**config.mk**
```make
export PLATFORM = sky130hd
export DESIGN_NAME = hdlc_tx_channel
export DESIGN_NICKNAME = d
export VERILOG_FILES = /design/src/rtl/hdlc_pkg.sv /design/src/rtl/hdlc_tx_bitstuff.sv /design/src/rtl/hdlc_tx_channel.sv
export SDC_FILE = /design/constraint.sdc
export NUM_CORES = 1
export LEC_CHECK = 0
export CAP_MARGIN = 20
export CORE_ASPECT_RATIO = 0.9
export CORE_UTILIZATION = 30
export CTS_CLUSTER_DIAMETER = 60
export CTS_CLUSTER_SIZE = 10
export DETAILED_ROUTE_END_ITERATION = 6
export SYNTH_ARGS = -nofsm -noshare
export SYNTH_HDL_FRONTEND = slang
export SYNTH_SLANG_ARGS = --single-unit
export TNS_END_PERCENT = 50
```
**constraint.sdc**
```tcl
create_clock -name Clk -period 2.3 [get_ports Clk]
set_input_delay 0.23 -clock Clk [delete_from_list [all_inputs] [get_ports Clk]]
set_output_delay 0.23 -clock Clk [all_outputs]
set_load 0.05 [all_outputs]
```
**src/rtl/hdlc_pkg.sv**
```systemverilog
// Shared HDLC transmit types and line constants.
package hdlc_pkg;

  typedef enum logic [2:0] {
    ST_IDLE,
    ST_START_FLAG,
    ST_DATA,
    ST_END_FLAG,
    ST_ABORT
  } tx_state_t;

  localparam logic [7:0]  FLAG        = 8'h7E;
  localparam logic [7:0]  ABORT_PAT   = 8'hFE;
  localparam int unsigned STUFF_LIMIT = 5;
  localparam int unsigned ONES_W      = 3;

endpackage

```
**src/rtl/hdlc_tx_bitstuff.sv**
```systemverilog
// Zero-insertion for HDLC payload: counts consecutive 1s and forces a 0 after the limit.
module hdlc_tx_bitstuff
  import hdlc_pkg::*;
(
  input  logic clk,
  input  logic rst,
  input  logic clear,
  input  logic advance,
  input  logic bit_in,
  output logic line_bit_c,
  output logic stall_c
);

  logic [ONES_W-1:0] ones_q, ones_d;

  // Insert a 0 (and hold the payload shifter) once the run of 1s hits the limit.
  always_comb begin
    stall_c    = (ones_q == ONES_W'(STUFF_LIMIT));
    line_bit_c = stall_c ? 1'b0 : bit_in;
  end

  // Run-length of payload 1s; any 0 on the line (real or inserted) restarts it.
  always_comb begin
    ones_d = ones_q;
    if (clear) begin
      ones_d = '0;
    end else if (advance) begin
      if (stall_c || !bit_in) ones_d = '0;
      else                    ones_d = ones_q + ONES_W'(1);
    end
  end

  // Ones-counter register.
  always_ff @(posedge clk) begin
    if (rst) ones_q <= '0;
    else     ones_q <= ones_d;
  end

endmodule

```
**src/rtl/hdlc_tx_channel.sv**
```systemverilog
// HDLC serial transmitter: flag, zero-inserted LSB-first payload, flag; abort on request.
module hdlc_tx_channel
  import hdlc_pkg::*;
#(
  parameter int unsigned MAX_FRAME_BYTES = 128
) (
  input  logic       Clk,
  input  logic       Rst,
  input  logic       Tx_Enable,
  input  logic       Tx_AbortFrame,
  input  logic       Tx_DataAvail,
  input  logic [7:0] Tx_Data,
  output logic       Tx_RdBuff,
  output logic       Tx,
  output logic       Tx_ValidFrame,
  output logic       Tx_Done,
  output logic       Tx_AbortedTrans,
  output logic       Tx_Overflow
);

  localparam int unsigned BCNT_W = $clog2(MAX_FRAME_BYTES + 1);
  localparam int unsigned REM_W  = 4;

  tx_state_t         state_q, state_d;
  logic [2:0]        bit_cnt_q, bit_cnt_d;
  logic [REM_W-1:0]  rem_q, rem_d;
  logic [7:0]        shreg_q, shreg_d;
  logic [BCNT_W-1:0] byte_cnt_q, byte_cnt_d;
  logic              tx_q, tx_d;
  logic              rd_buff_q, rd_buff_d;
  logic              valid_q, valid_d;
  logic              done_q, done_d;
  logic              aborted_q, aborted_d;
  logic              overflow_q, overflow_d;

  logic start_c, abort_c, flag_last_c, payload_c, data_end_c, room_c;
  logic stuff_clr_c, stuff_adv_c, stuff_bit_c, line_bit_c, stall_c;

  hdlc_tx_bitstuff u_bitstuff (
    .clk        (Clk),
    .rst        (Rst),
    .clear      (stuff_clr_c),
    .advance    (stuff_adv_c),
    .bit_in     (stuff_bit_c),
    .line_bit_c (line_bit_c),
    .stall_c    (stall_c)
  );

  // Decoded conditions shared by the next-state and output logic.
  always_comb begin
    start_c     = (state_q == ST_IDLE) && Tx_Enable && Tx_DataAvail && !Tx_AbortFrame;
    abort_c     = ((state_q == ST_START_FLAG) || (state_q == ST_DATA)) && Tx_AbortFrame;
    flag_last_c = (bit_cnt_q == 3'd7);
    payload_c   = !abort_c && ((state_q == ST_DATA) ||
                               ((state_q == ST_START_FLAG) && flag_last_c));
    data_end_c  = payload_c && (rem_q == '0) && !rd_buff_q && !stall_c;
    room_c      = (byte_cnt_q < BCNT_W'(MAX_FRAME_BYTES));
  end

  // State register.
  always_ff @(posedge Clk) begin
    if (Rst) state_q <= ST_IDLE;
    else     state_q <= state_d;
  end

  // Next-state logic; state_q is the state of the bit currently on the line.
  always_comb begin
    state_d = state_q;
    case (state_q)
      ST_IDLE:       if (start_c) state_d = ST_START_FLAG;
      ST_START_FLAG: if (abort_c) state_d = ST_ABORT;
                     else if (flag_last_c) state_d = ST_DATA;
      ST_DATA:       if (abort_c) state_d = ST_ABORT;
                     else if (data_end_c) state_d = ST_END_FLAG;
      ST_END_FLAG:   if (flag_last_c) state_d = ST_IDLE;
      ST_ABORT:      if (flag_last_c) state_d = ST_IDLE;
      default:       state_d = ST_IDLE;
    endcase
  end

  // Output/datapath logic: computes the next line bit and its side-band strobes.
  always_comb begin
    bit_cnt_d   = bit_cnt_q + 3'd1;
    rem_d       = rem_q;
    shreg_d     = shreg_q;
    byte_cnt_d  = byte_cnt_q;
    tx_d        = 1'b1;
    rd_buff_d   = 1'b0;
    valid_d     = valid_q;
    done_d      = 1'b0;
    aborted_d   = 1'b0;
    overflow_d  = 1'b0;
    stuff_clr_c = 1'b0;
    stuff_adv_c = 1'b0;
    stuff_bit_c = (rem_q != '0) ? shreg_q[0] : Tx_Data[0];

    if (abort_c) begin
      bit_cnt_d   = 3'd0;
      tx_d        = ABORT_PAT[0];
      valid_d     = 1'b0;
      stuff_clr_c = 1'b1;
    end else if (payload_c) begin
      if (data_end_c) begin
        bit_cnt_d   = 3'd0;
        tx_d        = FLAG[0];
        stuff_clr_c = 1'b1;
      end else begin
        stuff_adv_c = 1'b1;
        tx_d        = line_bit_c;
        if (stall_c) begin
          // Inserted 0; a byte popped this cycle is captured now and sent after it.
          if ((rem_q == '0) && rd_buff_q) begin
            shreg_d = Tx_Data;
            rem_d   = REM_W'(8);
          end
        end else if (rem_q != '0) begin
          shreg_d = {1'b0, shreg_q[7:1]};
          rem_d   = rem_q - REM_W'(1);
          if (rem_q == REM_W'(1) && Tx_DataAvail && room_c) begin
            rd_buff_d  = 1'b1;
            byte_cnt_d = byte_cnt_q + BCNT_W'(1);
          end
        end else begin
          shreg_d = {1'b0, Tx_Data[7:1]};
          rem_d   = REM_W'(7);
        end
      end
    end else begin
      case (state_q)
        ST_IDLE: begin
          byte_cnt_d = '0;
          rem_d      = '0;
          valid_d    = 1'b0;
          if (start_c) begin
            bit_cnt_d   = 3'd0;
            tx_d        = FLAG[0];
            valid_d     = 1'b1;
            stuff_clr_c = 1'b1;
          end
        end
        ST_START_FLAG: begin
          tx_d = FLAG[bit_cnt_d];
          if (bit_cnt_d == 3'd7) begin
            rd_buff_d  = 1'b1;
            byte_cnt_d = byte_cnt_q + BCNT_W'(1);
          end
        end
        ST_END_FLAG: begin
          if (flag_last_c) begin
            valid_d = 1'b0;
          end else begin
            tx_d = FLAG[bit_cnt_d];
            if (bit_cnt_d == 3'd7) begin
              done_d     = 1'b1;
              overflow_d = !room_c && Tx_DataAvail;
            end
          end
        end
        ST_ABORT: begin
          if (!flag_last_c) begin
            tx_d      = ABORT_PAT[bit_cnt_d];
            aborted_d = (bit_cnt_d == 3'd7);
          end
        end
        default: ;
      endcase
    end
  end

  // Datapath and registered output flops.
  always_ff @(posedge Clk) begin
    if (Rst) begin
      bit_cnt_q  <= '0;
      rem_q      <= '0;
      shreg_q    <= '0;
      byte_cnt_q <= '0;
      tx_q       <= 1'b1;
      rd_buff_q  <= 1'b0;
      valid_q    <= 1'b0;
      done_q     <= 1'b0;
      aborted_q  <= 1'b0;
      overflow_q <= 1'b0;
    end else begin
      bit_cnt_q  <= bit_cnt_d;
      rem_q      <= rem_d;
      shreg_q    <= shreg_d;
      byte_cnt_q <= byte_cnt_d;
      tx_q       <= tx_d;
      rd_buff_q  <= rd_buff_d;
      valid_q    <= valid_d;
      done_q     <= done_d;
      aborted_q  <= aborted_d;
      overflow_q <= overflow_d;
    end
  end

  assign Tx              = tx_q;
  assign Tx_RdBuff       = rd_buff_q;
  assign Tx_ValidFrame   = valid_q;
  assign Tx_Done         = done_q;
  assign Tx_AbortedTrans = aborted_q;
  assign Tx_Overflow     = overflow_q;

endmodule
```
Fig. 1: routing congestion
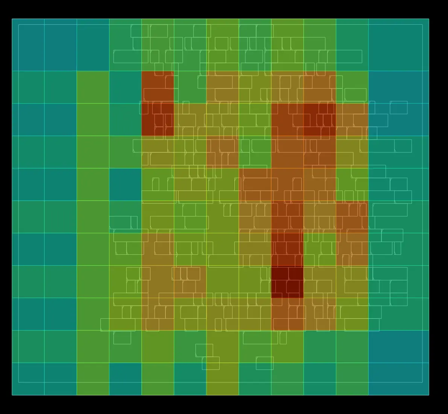
GR Util met3: 2.775%
final core utilization: 37.24%

Fig. 2: metal 3
Cells faint in the background.
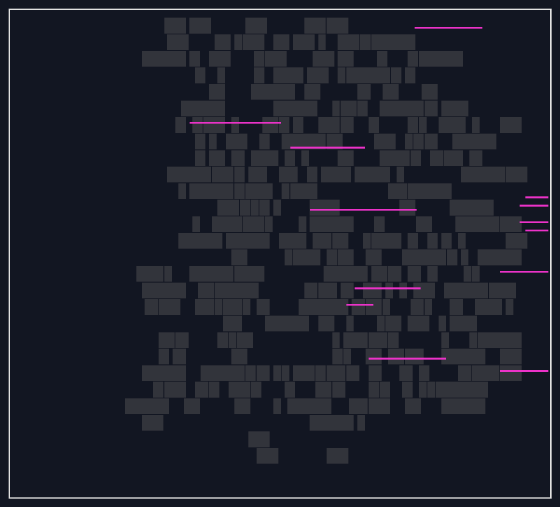
- nets with wire on the layer: 12
- share of all routed wire: 2.4%
- main direction: horizontal
- longest straight run: 17.3 µm

Fig. 3: selected gate families
Bar = 20 µm.
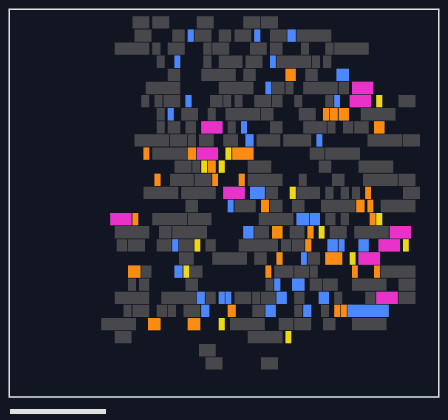
- orange: nor cells (cells 32; most used nor2_1)
- yellow: inv cells (cells 13; most used inv_1)
- blue: nand cells (cells 35; most used nand2_1)
- magenta: fa/ha/maj cells (cells 10; most used ha_1; where right middle)

Fig. 4: clock network drawn from the DEF
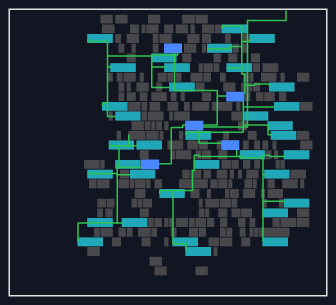
- green: clock wires (length 491 µm)
- blue: clock-net drivers (count 5)
- cyan: flip-flops (count 35)
- routed clock nets: 6

[layout make-up]
class	count	area, µm²	share of cell area (%)
clock buffer	6	82.58	3.385
timing repair buffer	30	270.3	11.08
inverter	13	48.80	2.000
multi-input combinational	176	1220	50.00
clock inverter	1	5.005	0.2051
sequential	35	700.7	28.72
tap	90	112.6	4.615
[where the power goes]
part / internal [W] / switching, W / leakage [nW]
clock network: 0.000235 / 0.000218 / 0.0470
registers: 0.000617 / 0.0000105 / 0.283
logic: 0.0000737 / 0.0000891 / 0.645
[tightest hold or removal path: cells and delay by family (launching register included)]
family	cells	cell delay [ps]
DFF	1	310
AOI/OAI and AO/OA	1	70
buffers and inverters	1	40
==> results.sh <==
# yosys + openroad results
export IMPL_status="finished, final reports clean"
export IMPL_path_buffers=0
export IMPL_syn_cell_area_um2=2033
export IMPL_die_w_um=88.78
export IMPL_crit_chain="ha_1, ha_1, nor4bb_1, o21bai_1, mux2i_4, o21ai_0, a32o_1"
export IMPL_ys_cells=237
export IMPL_grt_pass1_vias=1683
export IMPL_synth_xor_xnor_area_share_pct=0
export IMPL_vdd_drop_max_mv=0.1703
export IMPL_drv_slew=0
export IMPL_n_fill_cell=674
export IMPL_hold_viol=0
export IMPL_yosys_area_um2=2033
export IMPL_top_layer="met4"
export IMPL_start_kind="register"
export IMPL_nets=284
export IMPL_gr_total_overflow=0
export IMPL_finalSetupViolCount=0
export IMPL_ys_warn_count=0
export IMPL_hold_class="reg -> reg"
export IMPL_htreeDepth=2
export IMPL_slew_headroom_pct=66.02
export IMPL_grt_pass1_wl_mm=7.852
export IMPL_dieHeight_um=80.10
export IMPL_final_layout_size_suffix_gt1_share_pct=10.73
export IMPL_num_rows=28
export IMPL_drtAntennaViolNets=0
export IMPL_tns_ps=0
export IMPL_clk_latency_ps=280
export IMPL_place_area_um2=2344
export IMPL_worstReg2RegEnd="byte_cnt_q[2]"
export IMPL_dp_hpwl_mm=3.468
export IMPL_first_pass_iters=4
export IMPL_top_area_share_pct=34.46
export IMPL_use_met2_pct=22.77
export IMPL_antenna_found_initial=0
export IMPL_clockBufferDepth=2
export IMPL_layout_cells_non_filler=351
export IMPL_coreArea_um2=6551
export IMPL_synth_compound_gate_area_share_pct=23.14
export IMPL_tightest_slew_ps=508.1
export IMPL_dpl_worst_slack_ps=-3.656
export IMPL_top_regs="byte_cnt_q: 8 flops, shreg_q: 8 flops, rem_q: 4 flops"
export IMPL_place_congestion=0.8256
export IMPL_layout_top_cells="dfxtp_1, a21oi_1, clkdlybuf4s50_1"
export IMPL_antenna_cells=0
export IMPL_fin_area_um2=2440
export IMPL_warning_count=31
export IMPL_crit_arrival_ps=2320
Power is estimated from default activity; no workload was simulated.
